Figure 1. Cell sizes after repair.
Scale: 12 px per um.
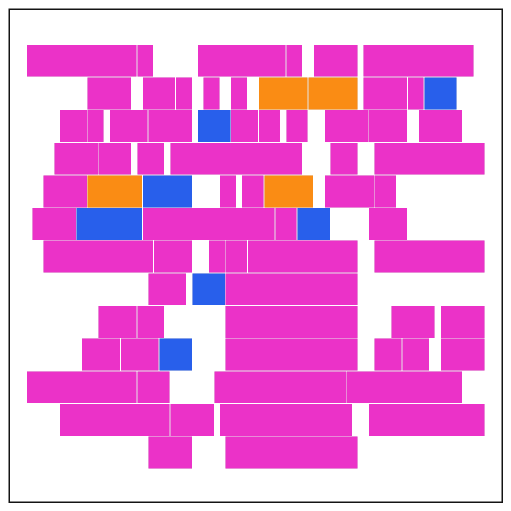
Figure 2. I/O nets highlighted.
Scale: 6 px per um.
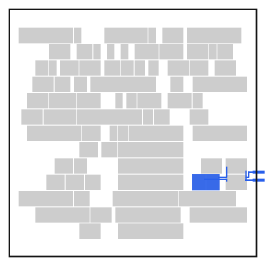
**config.mk**
```make
export PLATFORM = sky130hd
export DESIGN_NAME = gated_input_fifo
export DESIGN_NICKNAME = d
export VERILOG_FILES = /design/src/rtl/gated_input_fifo_pkg.sv /design/src/rtl/gated_input_fifo_mem.sv /design/src/rtl/gated_input_fifo.sv
export SDC_FILE = /design/constraint.sdc
export NUM_CORES = 1
export LEC_CHECK = 0
export ABC_CLOCK_PERIOD_IN_PS = 3000
export CAP_MARGIN = 10
export CORE_UTILIZATION = 54
export DETAILED_ROUTE_END_ITERATION = 7
export PLACE_DENSITY = 0.9
export SYNTH_ARGS = -nofsm -noshare
export SYNTH_HDL_FRONTEND = slang
export SYNTH_HIERARCHICAL = 1
export SYNTH_SLANG_ARGS = --single-unit
```
**constraint.sdc**
```tcl
create_clock -name clk -period 3 [get_ports clk]
set_input_delay 0.6 -clock clk [delete_from_list [all_inputs] [get_ports clk]]
set_output_delay 0.6 -clock clk [all_outputs]
set_load 0.01 [all_outputs]
```
**src/rtl/gated_input_fifo_pkg.sv**
```systemverilog
// Shared constants and helpers for the gated input FIFO.
// The optional GATED_INPUT_FIFO_CHANGE_ONLY_EN build is handled in the top module.
package gated_input_fifo_pkg;

    localparam int DEFAULT_WIDTH = 2;
    localparam int DEFAULT_DEPTH = 4;

    // Occupancy change applied on a clock edge
    typedef enum logic [1:0] {
        LVL_HOLD = 2'b00,
        LVL_INC  = 2'b01,
        LVL_DEC  = 2'b10
    } level_op_e;

    // Ceiling log2, never less than 1 so a pointer always has at least one bit
    function automatic int clog2_f(input int value);
        int result;
        int span;
        result = 0;
        span   = 1;
        while (span < value) begin
            span   = span * 2;
            result = result + 1;
        end
        if (result < 1) begin
            result = 1;
        end else begin
            result = result;
        end
        return result;
    endfunction

endpackage

```
**src/rtl/gated_input_fifo_mem.sv**
```systemverilog
// DEPTH x WIDTH register array with one write port and an asynchronous read port.
// Storage is intentionally not reset; occupancy logic decides what is meaningful.
module gated_input_fifo_mem
    import gated_input_fifo_pkg::*;
#(
    parameter int WIDTH = DEFAULT_WIDTH,
    parameter int DEPTH = DEFAULT_DEPTH
) (
    input  logic                       clk,
    input  logic                       wr_en,
    input  logic [clog2_f(DEPTH)-1:0]  wr_addr,
    input  logic [WIDTH-1:0]           wr_data,
    input  logic [clog2_f(DEPTH)-1:0]  rd_addr,
    output logic [WIDTH-1:0]           rd_data
);

    logic [WIDTH-1:0] mem_r [DEPTH];

    // Sample storage write
    always_ff @(posedge clk) begin
        if (wr_en) begin
            mem_r[wr_addr] <= wr_data;
        end else begin
            mem_r[wr_addr] <= mem_r[wr_addr];
        end
    end

    assign rd_data = mem_r[rd_addr];

endmodule

```
**src/rtl/gated_input_fifo.sv**
```systemverilog
// Enable-gated sampler feeding a DEPTH-entry FIFO with a valid/ready drain side.
// Define GATED_INPUT_FIFO_CHANGE_ONLY_EN to capture only samples that differ from the last one stored.
module gated_input_fifo
    import gated_input_fifo_pkg::*;
#(
    parameter int WIDTH = DEFAULT_WIDTH,
    parameter int DEPTH = DEFAULT_DEPTH,
    parameter int CNT_W = $clog2(DEPTH + 1)
) (
    input  logic             clk,
    input  logic             rst_n,
    input  logic             bit_enable,
    input  logic [WIDTH-1:0] in_bits,
    input  logic             out_ready,
    output logic             out_valid,
    output logic [WIDTH-1:0] out_bits,
    output logic [CNT_W-1:0] level,
    output logic             overflow,
    input  logic             clr_ovf
);

    localparam int PTR_W = clog2_f(DEPTH);

    logic [PTR_W-1:0] wr_ptr_r;
    logic [PTR_W-1:0] rd_ptr_r;
    logic [CNT_W-1:0] level_r;
    logic             overflow_r;

    logic             cand_s;
    logic             full_s;
    logic             empty_s;
    logic             pop_s;
    logic             push_s;
    logic             drop_s;
    logic [WIDTH-1:0] rd_data_s;
    level_op_e        level_op_s;

`ifdef GATED_INPUT_FIFO_CHANGE_ONLY_EN
    logic [WIDTH-1:0] last_captured_r;
    logic             primed_r;

    // A repeat of the last stored sample is not a capture candidate
    always_comb begin
        cand_s = bit_enable & (~primed_r | (in_bits != last_captured_r));
    end

    // Remember the most recently stored sample
    always_ff @(posedge clk or negedge rst_n) begin
        if (!rst_n) begin
            last_captured_r <= {WIDTH{1'b0}};
            primed_r        <= 1'b0;
        end else if (push_s) begin
            last_captured_r <= in_bits;
            primed_r        <= 1'b1;
        end else begin
            last_captured_r <= last_captured_r;
            primed_r        <= primed_r;
        end
    end
`else
    // Every enabled cycle is a capture candidate
    always_comb begin
        cand_s = bit_enable;
    end
`endif

    // Handshake decode; a pop frees the slot a same-cycle push needs when full
    always_comb begin
        full_s  = (level_r == CNT_W'(DEPTH));
        empty_s = (level_r == {CNT_W{1'b0}});
        pop_s   = ~empty_s & out_ready;
        push_s  = cand_s & (~full_s | pop_s);
        drop_s  = cand_s & full_s & ~pop_s;
        if (push_s && !pop_s) begin
            level_op_s = LVL_INC;
        end else if (pop_s && !push_s) begin
            level_op_s = LVL_DEC;
        end else begin
            level_op_s = LVL_HOLD;
        end
    end

    // Pointers, occupancy and sticky overflow
    always_ff @(posedge clk or negedge rst_n) begin
        if (!rst_n) begin
            wr_ptr_r   <= {PTR_W{1'b0}};
            rd_ptr_r   <= {PTR_W{1'b0}};
            level_r    <= {CNT_W{1'b0}};
            overflow_r <= 1'b0;
        end else begin
            if (push_s) begin
                wr_ptr_r <= wr_ptr_r + PTR_W'(1);
            end else begin
                wr_ptr_r <= wr_ptr_r;
            end
            if (pop_s) begin
                rd_ptr_r <= rd_ptr_r + PTR_W'(1);
            end else begin
                rd_ptr_r <= rd_ptr_r;
            end
            case (level_op_s)
                LVL_INC: level_r <= level_r + CNT_W'(1);
                LVL_DEC: level_r <= level_r - CNT_W'(1);
                default: level_r <= level_r;
            endcase
            // A new drop wins over a clear arriving in the same cycle
            if (drop_s) begin
                overflow_r <= 1'b1;
            end else if (clr_ovf) begin
                overflow_r <= 1'b0;
            end else begin
                overflow_r <= overflow_r;
            end
        end
    end

    gated_input_fifo_mem #(
        .WIDTH (WIDTH),
        .DEPTH (DEPTH)
    ) u_mem (
        .clk     (clk),
        .wr_en   (push_s),
        .wr_addr (wr_ptr_r),
        .wr_data (in_bits),
        .rd_addr (rd_ptr_r),
        .rd_data (rd_data_s)
    );

    // Empty FIFO reads as zero, like the disabled gate it replaces
    always_comb begin
        if (empty_s) begin
            out_bits = {WIDTH{1'b0}};
        end else begin
            out_bits = rd_data_s;
        end
    end

    assign out_valid = ~empty_s;
    assign level     = level_r;
    assign overflow  = overflow_r;

endmodule

```
==> ci_impl_report.md <==
### Flow metrics

| Metric | Value |
|---|---|
| Unrepaired setup endpoints after global routing | no |
| Xor/xnor share | ~5.3% |
| Period minus WS final | 2.51 ns |
| Biggest area cells | edfxtp_1 (29%), dfrtp_1 (24%), mux4_1 (6.4%), xnor2_1 (4.3%), mux2_2 (4.1%) |
| Unique masters post-synth | 32 |
| Worst setup SP type | register |
| Worst-Margin Slew | 0.379 ns |
| Clk latency late pin | around 0.28 ns |
| Final nets | about 87 |
| IO buf count | 13 |
| Yosys Chip Area | 820 sq um |
| CTS root buffer | clkbuf_4 |
| Synth flops | 16 |
| Buf+Inv Stages, Crit Path | 1 |
| Cell count after synthesis | around 62 |
| Final setup violation count | 0 |
| HP Class | reg2reg |
| Ys async rst share | around half |
| Share of cells above drive strength 1 | ~14% |
| Reg area | approximately 440 sq um |
| Mean Syn Cell Area | 13.2 sq um |
| Mapped Area | approximately 820 sq um |
| Worst path required time | 2.40 ns |
| Critical Path Fanout Max | 4 |
| Area leader share | between 20% and 30% |
| Placed cells | 89 |
| AO/OA Area Share | between 10 and 15% |
| WS Path Type | reg2out |
| Resized Gates After CTS | 0 |
| CP Cell Sequence | mux4_1, and2_1, clkdlybuf4s50_1 |
| Post-route insts no fill | a little over 90 |
| Clock buffer depth | 2 |
| Outcome | finished, final reports clean |
| Fin. Hold Viols | 0 |
| Die Width | about 41 um |
| DRT Pass-1 Iters | 2 |
| First-pass GRT wire length | around 1900 um |
| Adder-cell share of the synthesized area | ~2.4% |
| Setup TNS Final | 0 ns |
Notes on Figure 1 above:
- orange: x2 (cells 4; share 5.1%)
- magenta: x1 and smaller (cells 67; share 86%)
- blue: x3 and x4 (cells 7; share 9.0%)
Plain + repair buffers: 15
area grow syn2layout: 21.2%
Final WS setup: 0.486 ns
design area: 993 sq um

Notes on Figure 2 above:
- blue: out_bits (direction output; end cells 2; buffers 2; wire 11.9 um)

-- power breakdown --
group / switching, uW / internal [uW] / total, uW
sequential: 88.3 / 307 / 395
clock: 65.6 / 48.2 / 114
combinational: 166 / 248 / 414
total: 320 / 603 / 923
-- sequential cells by signal, summed over array words and instances (netlist names) --
| name | flops |
|---|---|
| rd_ptr_r | 2 |
| overflow | 1 |
| wr_ptr_r | 2 |
| u_mem/mem_r | 8 |
| level | 3 |
-- logic make-up after synthesis --
logic type,after synthesis
adder cells (fa/ha/maj),1
XOR/XNOR,5
AND-OR/OR-AND,11
buffers and inverters,7
flip-flops,16
AND/OR/NAND/NOR,16
multiplexers,6
-- metrics by stage --
stage          power, uW  worst slack [ns]  hold WS, ns  utilization (%)
3_3_place_gp         786             0.734        0.505             71.6
2_1_floorplan        645              1.02        0.304                -
4_1_cts              927             0.467        0.526             73.6
6_report             923             0.486        0.521             73.6
3_5_place_dp         815             0.637        0.512             71.6
5_1_grt              993             0.375        0.561             73.6
-- placed cells by master, fill, tap and decap left out, types with 2 or more instances in the layout --
cell type,netlist,routed
and2_1,2,2
and3b_1,2,2
buf_4,1,2
clkbuf_4,0,3
clkdlybuf4s50_1,0,13
dfrtp_1,8,8
edfxtp_1,8,8
inv_1,4,4
mux2_2,3,3
mux4_1,2,2
nand2_1,3,3
o21ai_0,3,3
o21ai_1,2,2
xnor2_1,4,4
-- layer usage --
layer  vias up  share of wire (%)  track usage (%)
met2        10                 51             33.6
met5         -                  0                0
met3         0                3.0             8.70
li1        259                  -                -
met4         0                  0             7.50
met1       243                 45             20.1
-- worst paths after layout --
| path | endpoint | start | cells past startpoint | slack, ns |
|---|---|---|---|---|
| max in group asynchronous | wr_ptr_r[0]$_DFFE_PN0P_ | rst_n | 1 | 2.13 |
| max reg2reg | level[2]$_DFFE_PN0P_ | level[2]$_DFFE_PN0P_ | 7 | 0.96 |
| min in group asynchronous | overflow$_DFFE_PN0P_ | rst_n | 1 | 0.59 |
| max | out_bits[0] | rd_ptr_r[0]$_DFFE_PN0N_ | 3 | 0.49 |
| min | rd_ptr_r[1]$_DFFE_PN0N_ | rd_ptr_r[1]$_DFFE_PN0N_ | 1 | 0.52 |
| min reg2reg | rd_ptr_r[1]$_DFFE_PN0N_ | rd_ptr_r[1]$_DFFE_PN0N_ | 1 | 0.52 |
-- cell type report --
| cell class | count | share of cell area, % |
|---|---|---|
| Clock buffer | 3 | 2.27 |
| Tap cell | 15 | 1.89 |
| Inverter | 4 | 1.51 |
| Multi-Input combinational cell | 39 | 35.0 |
| Clock inverter | 1 | 0.378 |
| Timing Repair Buffer | 15 | 14.6 |
| Sequential cell | 16 | 44.3 |
Power is estimated from default activity; no workload was simulated.
